Run 1, PDN straps and rails:
Scale bar: 20 µm. Pins as bars on the die edge. Tap cells in grey.
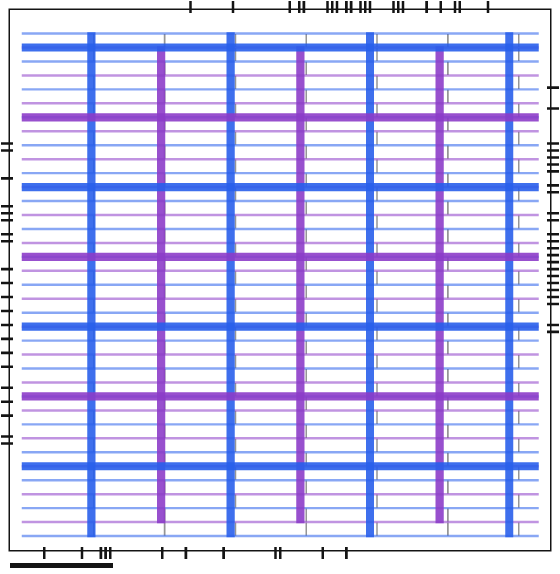
Run 1, placed cells, one colour a class:
Scale bar: 20 µm.
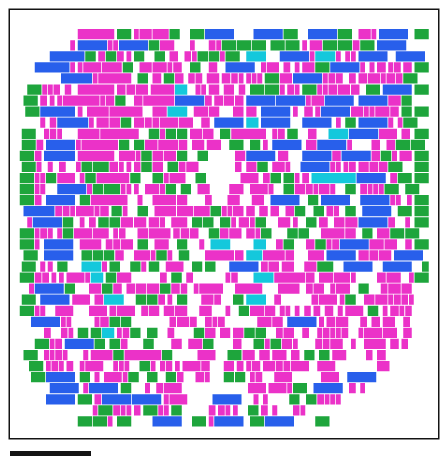
Run 1, routed clock nets over the placement:
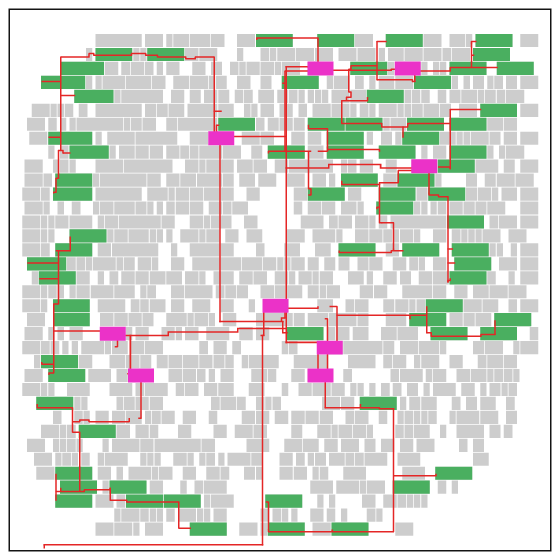
File: config.mk
export PLATFORM = sky130hd
export DESIGN_NAME = alu_exec_unit
export DESIGN_NICKNAME = d
export VERILOG_FILES = /design/src/rtl/alu_exec_unit.sv
export SDC_FILE = /design/constraint.sdc
export NUM_CORES = 1
export LEC_CHECK = 0
export ABC_AREA = 0
export CORE_MARGIN = 2
export CORE_UTILIZATION = 50
export CTS_CLUSTER_SIZE = 8
export DETAILED_ROUTE_END_ITERATION = 12
export PLACE_DENSITY = 0.89
export SETUP_SLACK_MARGIN = 0.4
export SLEW_MARGIN = 40
export SYNTH_ARGS = -nofsm -noshare
export SYNTH_HDL_FRONTEND = slang
export SYNTH_SLANG_ARGS = --single-unit
export TNS_END_PERCENT = 10
File: constraint.sdc
create_clock -name clk -period 2.8 [get_ports clk]
set_input_delay 0.7 -clock clk [delete_from_list [all_inputs] [get_ports clk]]
set_output_delay 0.7 -clock clk [all_outputs]
set_load 0.01 [all_outputs]
File: src/rtl/alu_exec_unit.sv
// alu_exec_unit
//   Registered, handshaked responder around the 16-bit ALU datapath. Takes one
//   request (inst_id, in0, in1) over valid/ready, computes the result and the
//   zero/pos/ovf/illegal flags, and presents them on a response channel. The
//   response is held until the consumer takes it. Also counts completed ops.
//
// Ports
//   clk        rising-edge clock for all state
//   reset      synchronous, active-high, clears all state
//   req_valid  request present on inst_id/in0/in1
//   req_ready  unit can accept a request (IDLE only)
//   inst_id    operation select, latched on accept
//   in0, in1   operands A and B, latched on accept
//   resp_valid out/flags valid (DONE only), held until resp_ready
//   resp_ready consumer takes the response
//   out        result
//   zero       out == 0
//   pos        out is strictly positive as a signed value
//   ovf        signed overflow of add/sub
//   illegal    inst_id was an unsupported code
//   op_count   completed responses since reset, wraps
//
// state | meaning
// ------+-------------------------------------------------------------
// IDLE  | ready for a request; out/flags keep the previous response
// EXEC  | operands latched; result and flags registered at end of state
// DONE  | response presented, held until resp_ready
module alu_exec_unit #(
  parameter int WIDTH = 16,
  parameter int CNT_W = 16
) (
  input  logic             clk,
  input  logic             reset,
  input  logic             req_valid,
  output logic             req_ready,
  input  logic [3:0]       inst_id,
  input  logic [WIDTH-1:0] in0,
  input  logic [WIDTH-1:0] in1,
  output logic             resp_valid,
  input  logic             resp_ready,
  output logic [WIDTH-1:0] out,
  output logic             zero,
  output logic             pos,
  output logic             ovf,
  output logic             illegal,
  output logic [CNT_W-1:0] op_count
);

  typedef enum logic [1:0] {
    IDLE = 2'd0,
    EXEC = 2'd1,
    DONE = 2'd2
  } state_t;

  state_t           state_q, state_d;
  logic [3:0]       op_q;
  logic [WIDTH-1:0] a_q, b_q;
  logic [WIDTH-1:0] out_q, res_d;
  logic             zero_q, pos_q, ovf_q, illegal_q;
  logic             zero_d, pos_d, ovf_d, illegal_d;
  logic [CNT_W-1:0] cnt_q;
  logic [WIDTH-1:0] sum, diff;
  logic             accept, consume;

  assign req_ready  = (state_q == IDLE);
  assign resp_valid = (state_q == DONE);
  assign accept     = req_valid & req_ready;
  assign consume    = resp_valid & resp_ready;

  always_comb begin
    state_d = state_q;
    case (state_q)
      IDLE:    if (accept)  state_d = EXEC;
      EXEC:                 state_d = DONE;
      DONE:    if (consume) state_d = IDLE;
      default:              state_d = IDLE;
    endcase
  end

  // Carry out of the top bit is dropped; results are modulo 2^WIDTH.
  assign sum  = a_q + b_q;
  assign diff = a_q - b_q;

  always_comb begin
    res_d     = '0;
    ovf_d     = 1'b0;
    illegal_d = 1'b0;
    case (op_q)
      4'b0001, 4'b0010, 4'b0011, 4'b0101, 4'b1100: begin
        res_d = diff;
        ovf_d = (a_q[WIDTH-1] != b_q[WIDTH-1]) && (diff[WIDTH-1] != a_q[WIDTH-1]);
      end
      4'b1101: res_d = b_q;
      4'b1110, 4'b1111: illegal_d = 1'b1;
      default: begin
        res_d = sum;
        ovf_d = (a_q[WIDTH-1] == b_q[WIDTH-1]) && (sum[WIDTH-1] != a_q[WIDTH-1]);
      end
    endcase
  end

  // Illegal codes leave res_d at zero, so zero=1/pos=0 fall out naturally.
  assign zero_d = (res_d == '0);
  assign pos_d  = !res_d[WIDTH-1] && !zero_d;

  always_ff @(posedge clk) begin
    if (reset) begin
      state_q   <= IDLE;
      op_q      <= '0;
      a_q       <= '0;
      b_q       <= '0;
      out_q     <= '0;
      zero_q    <= 1'b0;
      pos_q     <= 1'b0;
      ovf_q     <= 1'b0;
      illegal_q <= 1'b0;
      cnt_q     <= '0;
    end else begin
      state_q <= state_d;
      if (accept) begin
        op_q <= inst_id;
        a_q  <= in0;
        b_q  <= in1;
      end
      if (state_q == EXEC) begin
        out_q     <= res_d;
        zero_q    <= zero_d;
        pos_q     <= pos_d;
        ovf_q     <= ovf_d;
        illegal_q <= illegal_d;
      end
      if (consume) cnt_q <= cnt_q + CNT_W'(1);
    end
  end

  assign out      = out_q;
  assign zero     = zero_q;
  assign pos      = pos_q;
  assign ovf      = ovf_q;
  assign illegal  = illegal_q;
  assign op_count = cnt_q;

endmodule

==> run_results.csv, run 1 <==
group,metric,value,unit
final_layout,nNonClkInverters,37,
final_layout,clk_share,2.84,%
global_route,met2_usage,49.7,%
placement,gp_congestion,0.936,
pwr,powerSeq,1.16,mW
synth,synth_chip_area,5120,µm²
pwr,internal-power,2.18,mW
critical_path,reg2reg_to,"zero",
sta,finalSetupViolCount,4,
pwr,switching_share,34.9,%
outcome,status,"complete, but fails checks",
outcome,violations,"setup timing",
synth,ys_ff,74,
sta,final_hold_viol_count,0,
critical_path,rr_startpoint,"b_q[1]",
detailed_routing,ant_nets,0,
critical_path,critPathKind,"register to register",
final_layout,flops,74,
synth,flop_cell,"dfxtp_1",
pwr,maxPowerGroup,"combinational cells",
floorplanning,die_h,105,µm
cts,cts.path.max_buffers,2,
floorplanning,die_w,105,µm
critical_path,cp.arrival,3.39,ns
synth,xor_share,2.74,%
pwr,powerClk,895,µW
global_route,grt_pass1_vias,5541,
sta,worst_slack,-0.321,ns
detailed_routing,met3WireLength,1160,µm
pwr,finalPower,3.35,mW
synth,edf_count,0,
critical_path,startpoint_type,"register",
synth,yosysTopAreaCellShare,28.9,%
global_route,grt_start_max_net_pins,42,
final_layout,drive_gt1_share,25.0,%
sta,fin_crit_sh,111,%
sta,max-slew-margin-rel,51.8,%
pwr,pg_comb,1.30,mW
detailed_routing,vias,5737,
final_layout,comb.multi_input.count,518,
final_layout,antenna_cells,0,
detailed_routing,vias_per_cell,5.83,
synth,logic_family,"AND-OR/OR-AND gates",
pwr,switchingPower,1.17,mW
final_layout,instances_no_fill,984,
synth,area_leaders,"dfxtp_1 (29%), nand2_1 (8.2%), ha_1 (7.8%), a21oi_1 (7.3%), nor2_1 (3.4%)",
pwr,seqPwrFrac,34.5,%
synth,yosysUniqueCellTypes,83,
critical_path,rr_worst_depth,11,
cts,htree_levels,3,
Notes on 'PDN straps and rails' above:
Key: purple = VDD; blue = VSS
78 signal pins sit on the boundary. 133 tap cells. 7 straps on met5. 7 straps on met4. The core has 36 rows.

Notes on 'placed cells, one colour a class' above:
Key: cyan = clock drivers and dummy loads [cells 16]; magenta = all other logic [cells 555]; green = other buffers and delay cells [cells 206]; blue = flip-flops [cells 74]
Final Instance Area: 7360 µm²
utilization after layout: 74.6%
row cnt: 36
Core Region: 9860 µm²

Notes on 'routed clock nets over the placement' above:
Key: red = clock wires [length 995 µm]; green = flip-flops [count 74]; magenta = cells driving clock nets [count 9]
There are 10 routed clock nets. Position of the flops: spread over the die.

==> run 2, diff against run 1 <==
--- a/config.mk
+++ b/config.mk
@@ -8,7 +8,7 @@
 export ABC_AREA = 0
 export CORE_MARGIN = 2
 export CORE_UTILIZATION = 50
-export CTS_CLUSTER_SIZE = 8
+export CTS_CLUSTER_SIZE = 12
 export DETAILED_ROUTE_END_ITERATION = 12
 export PLACE_DENSITY = 0.89
 export SETUP_SLACK_MARGIN = 0.4
Run 2, routed clock nets over the placement:
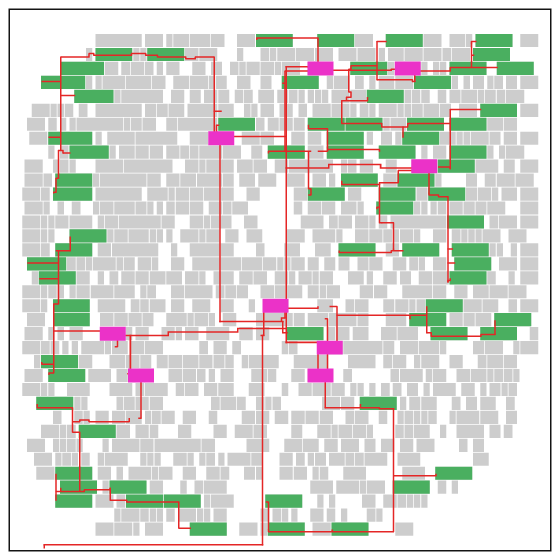
Key: red = clock wires [length 995 µm]; magenta = cells driving clock nets [count 9]; green = flip-flops [count 74]
There are 10 routed clock nets. Position of the flops: spread over the die.

==> run 2 against run 1 <==
The run still ends with setup timing left. Critical endpoint unchanged. Register-to-register slack barely moved. Sequential power barely moved. Count of clock-buffer cells in the layout did not move. Synthesized cell count did not move. Routed wire length did not move. Largest power group unchanged. Non-clock buffer count did not move. Cell count did not move. Via count did not move. Combinational power barely moved. Worst hold slack did not move. Clock power barely moved.
==> run_results.csv, run 2 <==
group,metric,value,unit
sta,max-slew-margin-rel,51.8,%
final_layout,comb.multi_input.count,518,
sta,finalSetupViolCount,4,
final_layout,clk_share,2.84,%
critical_path,cp.arrival,3.39,ns
critical_path,reg2reg_to,"zero",
pwr,internal-power,2.18,mW
global_route,grt_start_max_net_pins,42,
synth,area_leaders,"dfxtp_1 (29%), nand2_1 (8.2%), ha_1 (7.8%), a21oi_1 (7.3%), nor2_1 (3.4%)",
pwr,switching_share,34.9,%
sta,fin_crit_sh,111,%
sta,worst_slack,-0.321,ns
final_layout,final_util,74.6,%
final_layout,flops,74,
global_route,met2_usage,49.7,%
cts,cts.path.max_buffers,2,
synth,edf_count,0,
pwr,powerSeq,1.16,mW
critical_path,startpoint_type,"register",
synth,yosysTopAreaCellShare,28.9,%
floorplanning,num_rows,36,
final_layout,drive_gt1_share,25.0,%
floorplanning,core_area,9860,µm²
pwr,pg_comb,1.30,mW
cts,htree_levels,3,
outcome,violations,"setup timing",
pwr,maxPowerGroup,"combinational cells",
outcome,status,"complete, but fails checks",
Run 2, metal layers overlaid:
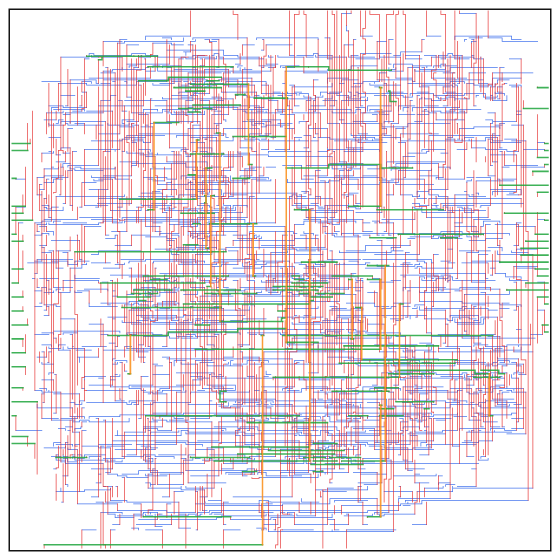
Key: red = met2 [wire length 8150 µm]; orange = met4 [wire length 416 µm]; blue = met1 [wire length 7170 µm]; green = met3 [wire length 1160 µm]
Routed WL: 16900 µm
GRT Total Usage: 30.2%

Power figures rest on the tool's default switching activity, not on a simulated workload.
